## src/rtl/act_pkg.sv

```systemverilog
// Shared types and fixed-point constants for the streaming activation unit.
package act_pkg;

    typedef enum logic [1:0] {
        ACT_HSIG  = 2'd0,
        ACT_HTANH = 2'd1,
        ACT_RELU  = 2'd2,
        ACT_LRELU = 2'd3
    } act_mode_e;

    // Negative inputs of leaky-ReLU are scaled by 1/8.
    localparam int LRELU_SHIFT = 3;

    function automatic int act_one(input int frac_bits);
        return 1 << frac_bits;
    endfunction

    function automatic int act_half(input int frac_bits);
        return act_one(frac_bits) >> 1;
    endfunction

    function automatic int act_two(input int frac_bits);
        return act_one(frac_bits) << 1;
    endfunction

endpackage

```

## src/rtl/act_lane.sv

```systemverilog
// Combinational single-element activation: x, mode -> y, sat.
// Comparisons run two bits wider than the data so the +/-TWO bounds never wrap.
module act_lane
    import act_pkg::*;
#(
    parameter int DATA_WIDTH = 16,
    parameter int FRAC_BITS  = 8
) (
    input  logic signed [DATA_WIDTH-1:0] x,
    input  act_mode_e                    mode,
    output logic signed [DATA_WIDTH-1:0] y,
    output logic                         sat
);

    localparam int IW = DATA_WIDTH + 2;
    localparam logic signed [IW-1:0] ONE_E     = IW'(act_one(FRAC_BITS));
    localparam logic signed [IW-1:0] HALF_E    = IW'(act_half(FRAC_BITS));
    localparam logic signed [IW-1:0] TWO_E     = IW'(act_two(FRAC_BITS));
    localparam logic signed [IW-1:0] NEG_ONE_E = -ONE_E;
    localparam logic signed [IW-1:0] NEG_TWO_E = -TWO_E;

    logic signed [IW-1:0] xe;

    assign xe = {{2{x[DATA_WIDTH-1]}}, x};

    // Piecewise-linear function select; results always fit DATA_WIDTH.
    always_comb begin
        y   = x;
        sat = 1'b0;
        case (mode)
            ACT_HSIG: begin
                if (xe <= NEG_TWO_E) begin
                    y   = '0;
                    sat = 1'b1;
                end else if (xe >= TWO_E) begin
                    y   = DATA_WIDTH'(ONE_E);
                    sat = 1'b1;
                end else begin
                    y = DATA_WIDTH'(HALF_E + (xe >>> 2));
                end
            end
            ACT_HTANH: begin
                if (xe < NEG_ONE_E) begin
                    y   = DATA_WIDTH'(NEG_ONE_E);
                    sat = 1'b1;
                end else if (xe > ONE_E) begin
                    y   = DATA_WIDTH'(ONE_E);
                    sat = 1'b1;
                end
            end
            ACT_RELU: begin
                if (xe[IW-1]) y = '0;
            end
            ACT_LRELU: begin
                if (xe[IW-1]) y = DATA_WIDTH'(xe >>> LRELU_SHIFT);
            end
            default: ;
        endcase
    end

endmodule

```

## src/rtl/act_stream_unit.sv

```systemverilog
// Streaming multi-lane activation unit: 2-stage back-pressured pipeline.
// Stage 1 holds raw beats with their mode/last tags, stage 2 holds results.
module act_stream_unit
    import act_pkg::*;
#(
    parameter int LANES      = 4,
    parameter int DATA_WIDTH = 16,
    parameter int FRAC_BITS  = 8,
    parameter int VEC_LEN    = 128
) (
    input  logic                          clk,
    input  logic                          reset,
    input  logic [1:0]                    mode,
    input  logic                          in_valid,
    output logic                          in_ready,
    input  logic [LANES*DATA_WIDTH-1:0]   in_data,
    output logic                          out_valid,
    input  logic                          out_ready,
    output logic [LANES*DATA_WIDTH-1:0]   out_data,
    output logic [LANES-1:0]              out_sat,
    output logic                          out_last,
    output logic                          done
);

    localparam int BEATS = VEC_LEN / LANES;
    localparam int CNT_W = (BEATS > 1) ? $clog2(BEATS) : 1;
    localparam logic [CNT_W-1:0] LAST_BEAT = CNT_W'(BEATS - 1);

    logic [CNT_W-1:0]                   beat_cnt_q, beat_cnt_d;
    act_mode_e                          vec_mode_q, vec_mode_d;
    logic [2:1]                         vld_pipe_q, vld_pipe_d;
    logic [LANES-1:0][DATA_WIDTH-1:0]   s1_data_q, s1_data_d;
    act_mode_e                          s1_mode_q, s1_mode_d;
    logic                               s1_last_q, s1_last_d;
    logic [LANES-1:0][DATA_WIDTH-1:0]   s2_data_q, s2_data_d;
    logic [LANES-1:0]                   s2_sat_q, s2_sat_d;
    logic                               s2_last_q, s2_last_d;
    logic                               done_q, done_d;

    logic [LANES-1:0][DATA_WIDTH-1:0]   lane_y;
    logic [LANES-1:0]                   lane_sat;
    logic                               s1_adv, s2_adv, in_acc, is_last;
    act_mode_e                          beat_mode;

    // Handshake: each stage moves when its downstream slot is free or draining.
    always_comb begin
        s2_adv    = !vld_pipe_q[2] || out_ready;
        s1_adv    = !vld_pipe_q[1] || s2_adv;
        in_ready  = s1_adv && !reset;
        in_acc    = in_valid && in_ready;
        is_last   = (beat_cnt_q == LAST_BEAT);
        beat_mode = (beat_cnt_q == '0) ? act_mode_e'(mode) : vec_mode_q;
    end

    // Next-state for the beat counter, vector mode and both pipeline stages.
    always_comb begin
        beat_cnt_d = beat_cnt_q;
        vec_mode_d = vec_mode_q;
        vld_pipe_d = vld_pipe_q;
        s1_data_d  = s1_data_q;
        s1_mode_d  = s1_mode_q;
        s1_last_d  = s1_last_q;
        s2_data_d  = s2_data_q;
        s2_sat_d   = s2_sat_q;
        s2_last_d  = s2_last_q;
        done_d     = vld_pipe_q[2] && out_ready && s2_last_q;

        if (in_acc) begin
            beat_cnt_d = is_last ? '0 : beat_cnt_q + 1'b1;
            vec_mode_d = beat_mode;
        end

        if (s1_adv) begin
            vld_pipe_d[1] = in_acc;
            if (in_acc) begin
                s1_data_d = in_data;
                s1_mode_d = beat_mode;
                s1_last_d = is_last;
            end
        end

        if (s2_adv) begin
            vld_pipe_d[2] = vld_pipe_q[1];
            s2_data_d     = lane_y;
            s2_sat_d      = lane_sat;
            s2_last_d     = vld_pipe_q[1] && s1_last_q;
        end
    end

    // State registers; reset drops every in-flight beat and restarts the vector.
    always_ff @(posedge clk) begin
        if (reset) begin
            beat_cnt_q <= '0;
            vec_mode_q <= ACT_HSIG;
            vld_pipe_q <= '0;
            s1_data_q  <= '0;
            s1_mode_q  <= ACT_HSIG;
            s1_last_q  <= 1'b0;
            s2_data_q  <= '0;
            s2_sat_q   <= '0;
            s2_last_q  <= 1'b0;
            done_q     <= 1'b0;
        end else begin
            beat_cnt_q <= beat_cnt_d;
            vec_mode_q <= vec_mode_d;
            vld_pipe_q <= vld_pipe_d;
            s1_data_q  <= s1_data_d;
            s1_mode_q  <= s1_mode_d;
            s1_last_q  <= s1_last_d;
            s2_data_q  <= s2_data_d;
            s2_sat_q   <= s2_sat_d;
            s2_last_q  <= s2_last_d;
            done_q     <= done_d;
        end
    end

    for (genvar g = 0; g < LANES; g++) begin : g_lane
        act_lane #(
            .DATA_WIDTH (DATA_WIDTH),
            .FRAC_BITS  (FRAC_BITS)
        ) u_lane (
            .x    (s1_data_q[g]),
            .mode (s1_mode_q),
            .y    (lane_y[g]),
            .sat  (lane_sat[g])
        );
    end

    assign out_valid = vld_pipe_q[2];
    assign out_data  = s2_data_q;
    assign out_sat   = s2_sat_q;
    assign out_last  = s2_last_q;
    assign done      = done_q;

endmodule

```

## config.mk

```make
export PLATFORM = sky130hd
export DESIGN_NAME = act_stream_unit
export DESIGN_NICKNAME = d
export VERILOG_FILES = /design/src/rtl/act_pkg.sv /design/src/rtl/act_lane.sv /design/src/rtl/act_stream_unit.sv
export SDC_FILE = /design/constraint.sdc
export NUM_CORES = 1
export LEC_CHECK = 0
export CELL_PAD_IN_SITES_DETAIL_PLACEMENT = 1
export CELL_PAD_IN_SITES_GLOBAL_PLACEMENT = 1
export CORE_UTILIZATION = 38
export DETAILED_ROUTE_END_ITERATION = 7
export MAX_ROUTING_LAYER = met4
export PLACE_DENSITY = 0.9
export RECOVER_POWER = 100
export SLEW_MARGIN = 15
export SYNTH_ARGS = -nofsm -noshare
export SYNTH_HDL_FRONTEND = slang
export SYNTH_SLANG_ARGS = --single-unit
export TNS_END_PERCENT = 10
```

## constraint.sdc

```tcl
create_clock -name clk -period 2.24 [get_ports clk]
set_input_delay 0.336 -clock clk [delete_from_list [all_inputs] [get_ports clk]]
set_output_delay 0.336 -clock clk [all_outputs]
set_load 0.01 [all_outputs]
```

==> impl_metrics.py <==
# Auto-generated metrics
metrics = {
    "timing": {
        "finalSetupTns_ns": 0,
        "relSlewSlack": 0.539,
        "rsz0062_at_grt": "true",
        "setup_violations": 0,
        "tightest_slew_ns": 0.692,
    },
    "yosys": {
        "flop_cell": "dfxtp_1",
        "ys_sh_xor": 0.0144,
        "mux_area_frac": 0.00275,
        "ys_cells": 923,
        "topCellsByArea": "dfxtp_1, nand2_1, nand3_1",
        "largest_area_cell": "dfxtp_1",
        "ys_warn_count": 0,
        "ys_sh_simple": 0.247,
        "synth_flops": 146,
        "top_cell": "dfxtp_1",
        "yosys.area.top_type_share": 0.401,
        "edf_count": 0,
        "seq_area_frac_synth": 0.401,
    },
    "grt": {
        "antenna_found_initial": 0,
        "grt.total_usage": 0.282,
        "grt_pass1_vias": 8172,
    },
    "power_and_ir_drop": {
        "power_uw": 7080,
        "cellLeakagePower_uw": 0.00384,
    },
    "finish": {
        "final_cells": 1319,
        "drive_gt1_frac": 0.104,
        "area_growth_pct": 34.9,
    },
    "routing": {
        "wire_per_inst_um": 20.3,
        "num_vias": 7838,
        "via_per_inst": 5.94,
    },
    "worst_setup_path": {
        "startpoint_type": "register",
        "worst_ep_arrival_time_ns": 2.50,
        "reg2reg_setup_slack_ns": 0.02,
        "crit_required_ns": 2.52,
        "cp_slowest_cell": "or4_1",
        "cp_max_fo": 3,
    },
    "cts": {
        "htree_levels": 4,
        "cts_sinks": 146,
        "postCtsHoldBufs": 0,
        "cts_buffer_depth": 2,
    },
    "worst_hold_path": {
        "worstHoldPathType": "in -> reg",
    },
    "placed_design": {
        "place_area_sq_um": 9320,
    },
    "die": {
        "dieArea_sq_um": 19700,
        "rows": 50,
    },
    "outcome": {
        "status": "finished clean",
    },
    "run": {
        "tool_warnings": 34,
    },
}
-- where the power goes --
part	internal, uW	total [uW]	switching, uW
combinational	614	1370	757
clock	1560	2760	1200
sequential	2770	2950	177
-- cells in the final DEF, fill, tap and decap left out, types with 5 or more instances in the layout --
cell type          n
nand3_1           67
ha_1              11
o21bai_1           8
a211oi_1          35
o21ai_0           51
clkbuf_1           5
xnor2_1            8
nand3b_1           5
or4_1              9
buf_12             7
a31oi_1           13
dfxtp_1          146
nor2_1            79
inv_1             41
nor2b_1            6
a21oi_1           49
clkdlybuf4s50_1   69
nand4_1            8
a311oi_1           5
clkbuf_16         17
dlygate4sd3_1     71
nor4_1             6
clkbuf_2           7
buf_4             49
o21a_1             5
nor3_1            21
nand2_1          102
and4_1             5
nand2b_1          35
a221oi_1          26
o31ai_1           36
-- layout make-up --
class,instances,area [sq um]
Fill cell,2260,8940
Multi-Input combinational cell,659,3940
Sequential cell,146,2920
Timing Repair Buffer,207,1960
Clock buffer,20,447
Tap cell,234,293
Inverter,41,154
Clock inverter,12,110
-- logic make-up after synthesis --
group,after synthesis
AND/OR/NAND/NOR,367
AND-OR/OR-AND,267
flip-flops,146
buffers and inverters,118
XOR/XNOR,12
adder cells (fa/ha/maj),11
multiplexers,2
-- state kept, by name, summed over array words and instances, names as in the netlist --
register and flops:
beat_cnt_q 5, done 1, out_data 64, out_last 1
out_sat 4, s1_data_q 64, s1_last_q 1, s1_mode_q 2
vec_mode_q 2, vld_pipe_q 2
-- metal layers --
metal | part of all wire | vias to the layer above | global-route usage
met5 | 0 | - | -
met4 | 0.030 | 0 | 0.133
met3 | 0.051 | 66 | 0.0431
met2 | 0.49 | 286 | 0.469
met1 | 0.43 | 3833 | 0.336
li1 | - | 3653 | -
-- repair_timing --
action / 4_1_cts / 5_1_grt
gates cloned: 0 / 0
endpoints found under the setup margin: 1 / 11
pin swaps: 1 / 1
resized: 0 / 3
setup buffers: 0 / 1
-- stage by stage --
step | utilization | worst slack (ns)
floorplan | - | 0.169
global placement | 0.497 | 0.119
detailed placement | 0.497 | 0.0265
CTS | 0.526 | 0.0199
global route | 0.523 | -0.00406
finish | 0.523 | 0.0219
-- final timing paths --
path	startpoint	to	cells after the start
setup / recovery	s1_data_q[4]	out_data[13]	5
hold / removal	in_data[35]	s1_data_q[35]	3
setup reg to reg	s1_data_q[4]	out_data[13]	5
hold reg to reg	vec_mode_q[1]	vec_mode_q[1]	2
-- critical path: cells and delay by family, from the launching register on --
family	cells	cell delay, ns
AND/OR/NAND/NOR	3	1.20
AND-OR/OR-AND	2	0.56
flip-flops	1	0.31
==> images/registers.png <==
Drawn at 3 px/um.
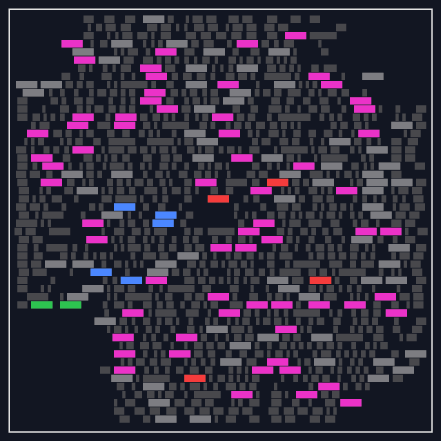
| signal | colour | flops |
|---|---|---|
| beat_cnt_q | blue | 5 |
| s1_data_q | magenta | 64 |
| vld_pipe_q | green | 2 |
| out_sat | red | 4 |

==> images/wire_density.png <==
Drawn at 3 px/um. 28 x 28 tiles, from black (low) to pale yellow (high), scaled to the fullest tile. Values are wire area over tile area, all layers added.
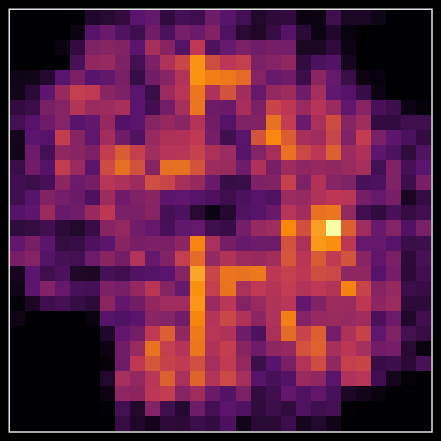
tiles over half the peak: 13%
nearly empty tiles: 14%
mean over tiles: 0.22

==> images/final_clocks.png <==
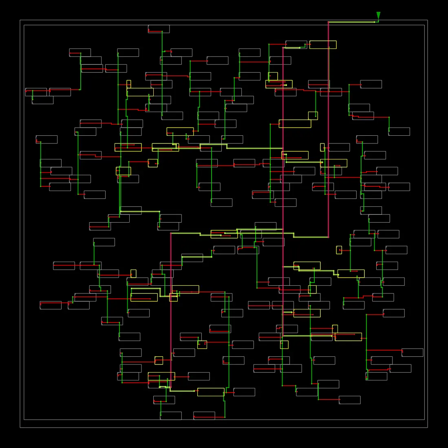
sequential cell count: 146
Latency at later pin: 0.44 ns
TritonCTS buffer count: 17
Clk. pwr: 2760 uW
clock buf count: 20

Power figures rest on the tool's default switching activity, not on a simulated workload.
